`config.mk`:
```
export PLATFORM = sky130hd
export DESIGN_NAME = vme_master_sequencer
export DESIGN_NICKNAME = d
export VERILOG_FILES = /design/src/rtl/vme_defs.sv /design/src/rtl/vme_sync2.sv /design/src/rtl/vme_master_sequencer.sv
export SDC_FILE = /design/constraint.sdc
export NUM_CORES = 1
export LEC_CHECK = 0
export CAP_MARGIN = 20
export CELL_PAD_IN_SITES_DETAIL_PLACEMENT = 0
export CELL_PAD_IN_SITES_GLOBAL_PLACEMENT = 1
export CORE_ASPECT_RATIO = 0.75
export CORE_UTILIZATION = 37
export CTS_CLUSTER_SIZE = 14
export DETAILED_ROUTE_END_ITERATION = 16
export PLACE_DENSITY_LB_ADDON = 0.1
export SLEW_MARGIN = 10
export SYNTH_ARGS = -nofsm -noshare
export SYNTH_HDL_FRONTEND = slang
export SYNTH_SLANG_ARGS = --single-unit
```
`constraint.sdc`:
```
create_clock -name clock -period 2.5 [get_ports clock]
set_input_delay 0.375 -clock clock [delete_from_list [all_inputs] [get_ports clock]]
set_output_delay 0.375 -clock clock [all_outputs]
set_load 0.1 [all_outputs]
```
`src/rtl/vme_defs.sv`:
```
// Shared definitions for the VME master sequencer: strobe polarity, address
// modifier codes, sequencer states and the small encoding helpers.
package vme_defs;

    localparam logic ACTIVE   = 1'b0;
    localparam logic INACTIVE = 1'b1;

    localparam int CNT_W = 10;

    localparam logic [5:0] AM_A16_SUP = 6'h2D;
    localparam logic [5:0] AM_A16_USR = 6'h29;
    localparam logic [5:0] AM_A24_SD  = 6'h3D;
    localparam logic [5:0] AM_A24_SP  = 6'h3E;
    localparam logic [5:0] AM_A24_UD  = 6'h39;
    localparam logic [5:0] AM_A24_UP  = 6'h3A;
    localparam logic [5:0] AM_A40     = 6'h34;

    typedef enum logic [2:0] {
        IDLE,
        WAIT_BUS,
        ADDR,
        STROBE,
        WAIT_ACK,
        TERM_OK,
        TERM_ERR,
        RELEASE
    } seq_state_t;

    // fc[2] selects supervisor space, fc[1:0] == 10 marks a program fetch.
    function automatic logic [5:0] am_encode(input logic a16, input logic a24,
                                             input logic [2:0] fc);
        if (a16)
            return fc[2] ? AM_A16_SUP : AM_A16_USR;
        if (a24) begin
            if (fc[2])
                return (fc[1:0] == 2'b10) ? AM_A24_SP : AM_A24_SD;
            return (fc[1:0] == 2'b10) ? AM_A24_UP : AM_A24_UD;
        end
        return AM_A40;
    endfunction

    // Returns {DS1*, DS0*} for a 16-bit port: even byte on DS1, odd byte on DS0.
    function automatic logic [1:0] ds_encode(input logic [1:0] siz, input logic a0);
        if (siz == 2'b01 || a0)
            return a0 ? 2'b10 : 2'b01;
        return 2'b00;
    endfunction

endpackage

```
`src/rtl/vme_sync2.sv`:
```
// Two-flop synchroniser for an asynchronous active-low VME input; resets to
// the negated level so a freshly reset sequencer never sees a stale strobe.
module vme_sync2 (
    input  logic clock,
    input  logic reset,
    input  logic d,
    output logic q
);

    logic meta;

    always_ff @(posedge clock) begin
        if (reset) begin
            meta <= 1'b1;
            q    <= 1'b1;
        end else begin
            meta <= d;
            q    <= meta;
        end
    end

endmodule

```
`src/rtl/vme_master_sequencer.sv`:
```
// Runs one CPU-initiated VME transfer to a D16 port once the bus is owned and
// terminates the CPU cycle with DSACK or BERR; every output is registered.
module vme_master_sequencer
    import vme_defs::*;
#(
    parameter int ADDR_SETUP = 2,
    parameter int DS_DELAY   = 1,
    parameter int TIMEOUT    = 1023
) (
    input  logic       clock,
    input  logic       reset,
    input  logic       request_vme_a16,
    input  logic       request_vme_a24,
    input  logic       request_vme_a40,
    input  logic       bus_acquired,
    input  logic       cpu_as,
    input  logic       cpu_ds,
    input  logic       cpu_write,
    input  logic [1:0] cpu_siz,
    input  logic [1:0] cpu_address_low,
    input  logic [2:0] cpu_fc,
    output logic [1:0] cpu_dsack,
    output logic       cpu_dsack_oe,
    output logic       cpu_berr_out,
    output logic       vme_as,
    output logic       vme_write,
    output logic       vme_lword,
    output logic [1:0] vme_ds,
    output logic [5:0] vme_address_mod,
    output logic       vme_ctrl_oe,
    input  logic       vme_dtack,
    input  logic       vme_berr,
    output logic       addr_low_oe,
    output logic       a40_cross_oe,
    output logic       data_low_oe,
    output logic       d16_cross_oe,
    output logic       md32_cross_oe,
    output logic       data_low_dir,
    output logic       d16_cross_dir,
    output logic       md32_cross_dir
);

    localparam logic [CNT_W-1:0] SETUP_LAST = CNT_W'(ADDR_SETUP - 1);
    localparam logic [CNT_W-1:0] DS_LAST    = CNT_W'(DS_DELAY - 1);
    localparam logic [CNT_W-1:0] TO_LAST    = CNT_W'(TIMEOUT - 1);
    localparam logic [CNT_W-1:0] CNT_ONE    = CNT_W'(1);

    seq_state_t       state;
    logic [CNT_W-1:0] cnt;
    logic [1:0]       ds_pattern;
    logic             dtack_s;
    logic             berr_s;
    logic             abort;
    logic             unused_addr_bit;

    assign unused_addr_bit = cpu_address_low[1];

    vme_sync2 u_sync_dtack (.clock(clock), .reset(reset), .d(vme_dtack), .q(dtack_s));
    vme_sync2 u_sync_berr  (.clock(clock), .reset(reset), .d(vme_berr),  .q(berr_s));

    // The CPU dropping AS once we have started driving the bus ends the cycle early.
    always_comb begin
        abort = (cpu_as == INACTIVE) &&
                (state inside {ADDR, STROBE, WAIT_ACK, TERM_OK, TERM_ERR});
    end

    always_ff @(posedge clock) begin
        if (reset) begin
            state           <= IDLE;
            cnt             <= '0;
            ds_pattern      <= 2'b11;
            cpu_dsack       <= 2'b11;
            cpu_dsack_oe    <= 1'b0;
            cpu_berr_out    <= INACTIVE;
            vme_as          <= INACTIVE;
            vme_write       <= INACTIVE;
            vme_lword       <= INACTIVE;
            vme_ds          <= 2'b11;
            vme_address_mod <= 6'h00;
            vme_ctrl_oe     <= 1'b0;
            addr_low_oe     <= INACTIVE;
            a40_cross_oe    <= INACTIVE;
            data_low_oe     <= INACTIVE;
            d16_cross_oe    <= INACTIVE;
            md32_cross_oe   <= INACTIVE;
            data_low_dir    <= 1'b0;
            d16_cross_dir   <= 1'b0;
            md32_cross_dir  <= 1'b0;
        end else if (abort) begin
            state        <= RELEASE;
            vme_as       <= INACTIVE;
            vme_ds       <= 2'b11;
            addr_low_oe  <= INACTIVE;
            a40_cross_oe <= INACTIVE;
            d16_cross_oe <= INACTIVE;
            cpu_dsack    <= 2'b11;
            cpu_dsack_oe <= 1'b0;
            cpu_berr_out <= INACTIVE;
        end else begin
            case (state)
                IDLE: begin
                    if ((request_vme_a16 || request_vme_a24 || request_vme_a40) &&
                        cpu_as == ACTIVE)
                        state <= WAIT_BUS;
                end
                WAIT_BUS: begin
                    if (cpu_as == INACTIVE) begin
                        state <= IDLE;
                    end else if (bus_acquired) begin
                        state           <= ADDR;
                        cnt             <= '0;
                        vme_ctrl_oe     <= 1'b1;
                        addr_low_oe     <= ACTIVE;
                        a40_cross_oe    <= request_vme_a40 ? ACTIVE : INACTIVE;
                        vme_address_mod <= am_encode(request_vme_a16, request_vme_a24, cpu_fc);
                        vme_write       <= cpu_write;
                        d16_cross_dir   <= !cpu_write;
                        ds_pattern      <= ds_encode(cpu_siz, cpu_address_low[0]);
                    end
                end
                ADDR: begin
                    if (cnt >= SETUP_LAST) begin
                        state        <= STROBE;
                        cnt          <= '0;
                        vme_as       <= ACTIVE;
                        a40_cross_oe <= INACTIVE;
                    end else begin
                        cnt <= cnt + CNT_ONE;
                    end
                end
                STROBE: begin
                    if (cnt >= DS_LAST && cpu_ds == ACTIVE) begin
                        state        <= WAIT_ACK;
                        cnt          <= '0;
                        vme_ds       <= ds_pattern;
                        d16_cross_oe <= ACTIVE;
                    end else if (cnt < DS_LAST) begin
                        cnt <= cnt + CNT_ONE;
                    end
                end
                // BERR is tested before DTACK so it wins when both arrive together.
                WAIT_ACK: begin
                    if (berr_s == ACTIVE) begin
                        state        <= TERM_ERR;
                        cpu_berr_out <= ACTIVE;
                    end else if (dtack_s == ACTIVE) begin
                        state        <= TERM_OK;
                        cpu_dsack    <= 2'b01;
                        cpu_dsack_oe <= 1'b1;
                    end else if (cnt >= TO_LAST) begin
                        state        <= TERM_ERR;
                        cpu_berr_out <= ACTIVE;
                    end else if (cnt != '1) begin
                        cnt <= cnt + CNT_ONE;
                    end
                end
                TERM_OK, TERM_ERR: begin
                    state <= state;
                end
                RELEASE: begin
                    if (dtack_s == INACTIVE && berr_s == INACTIVE) begin
                        state       <= IDLE;
                        vme_ctrl_oe <= 1'b0;
                    end
                end
                default: state <= IDLE;
            endcase
        end
    end

endmodule

```
**Signal wires by layer**

Two of the layers only.
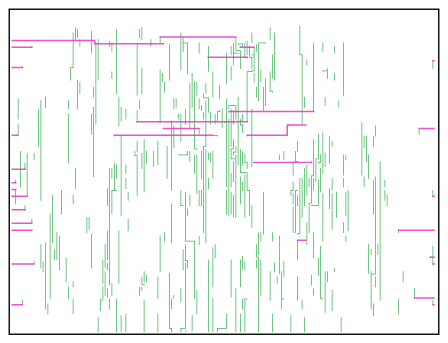
met2 -> green  # wire length 1660 µm
met3 -> magenta  # wire length 196 µm
vias after detailed routing: 1694
DR WL/cell: 13.1 µm

**Routing congestion**

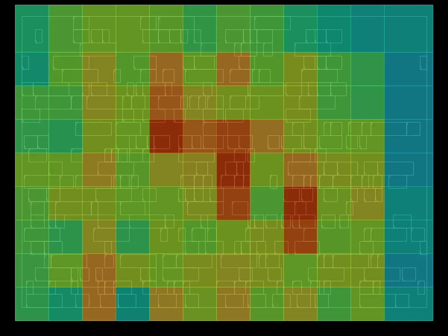
Total GRT Usage: 18.0%
GR Util met3: 3.82%
post-layout util: 48.2%
GRT met1 Usage: 28.0%
global-route track usage on met2: 23.9%

==> CHANGELOG.md <==
### Changed

- Dpl cells: 334
- Final slew viol count: 0
- Clk root buf: clkbuf_8
- Highest clock rate: 0.448 GHz
- Switching Power: 0.961 mW
- DR iter-0 viols: 79
- Inverters excl. clock: 11
- Synth mux share: approximately 1.5%
- Cell Chain, Critical Path: inv_1 -> ha_1 -> nand2b_1 -> o221a_4 -> o2111ai_1 -> or3_2 -> a21oi_2
- Number of cell rows: 22
- Worst slew pin tran: 502 ps
- FF-to-FF End: cnt[6]
- Post-CTS Setup Inserts: 0
- Reg with most FFs: cnt
- RSZ-0062 raised after global routing: no
- Seq/total area: 30.8%
- Port buffer count: 34
- Clock slew at reported path FFs: 80 ps
- Clock buf count: 5
- Latency at later pin: 300 ps
- CTS max path bufs: 2
- Status: complete, no violations
- FF-to-FF Start: state[2]
- Placeable Area: around 0.0050 mm²
- Logic pwr share: a little under half
- Biggest regs: cnt (10), vme_address_mod (6), state (3)
- Worst EP required: 2730 ps
- Area delta synth->final: 23.1%
- Post-synth EDFFs: 0
- Met2 wire len: 1.66 mm
- Max reg flops: 10
- Cell count after synthesis: 232
- Dominant comb cell: simple AND/OR/NAND/NOR gates
- Peak VDD IR: between 0.0003 and 0.0004 V
- Dpl cell area: 0.00231 mm²
- GPL Wtd Cong: 0.770
- Max_cap viols: 0
- Power Density: 904 mW/mm²
- CTS tree: yes
- Clock network area share: 3.90%
- Static Leak: 0.905 nW
- Post-synth top flop: dfxtp_1
- Library cells used by synthesis: 58
- CTS Buf Count: 5
- Critical path type: register to register
- R2r setup slk: 270 ps
- Slew Limit Headroom: 66.5%
- I/O pins: 42
- Logic share of the area: 45.0%
- Buffers excl. clock: 42
- Clock net power: 0.447 mW
- Most frequent logic cell in the layout: dfxtp_1
Power and IR drop assume default switching activity.
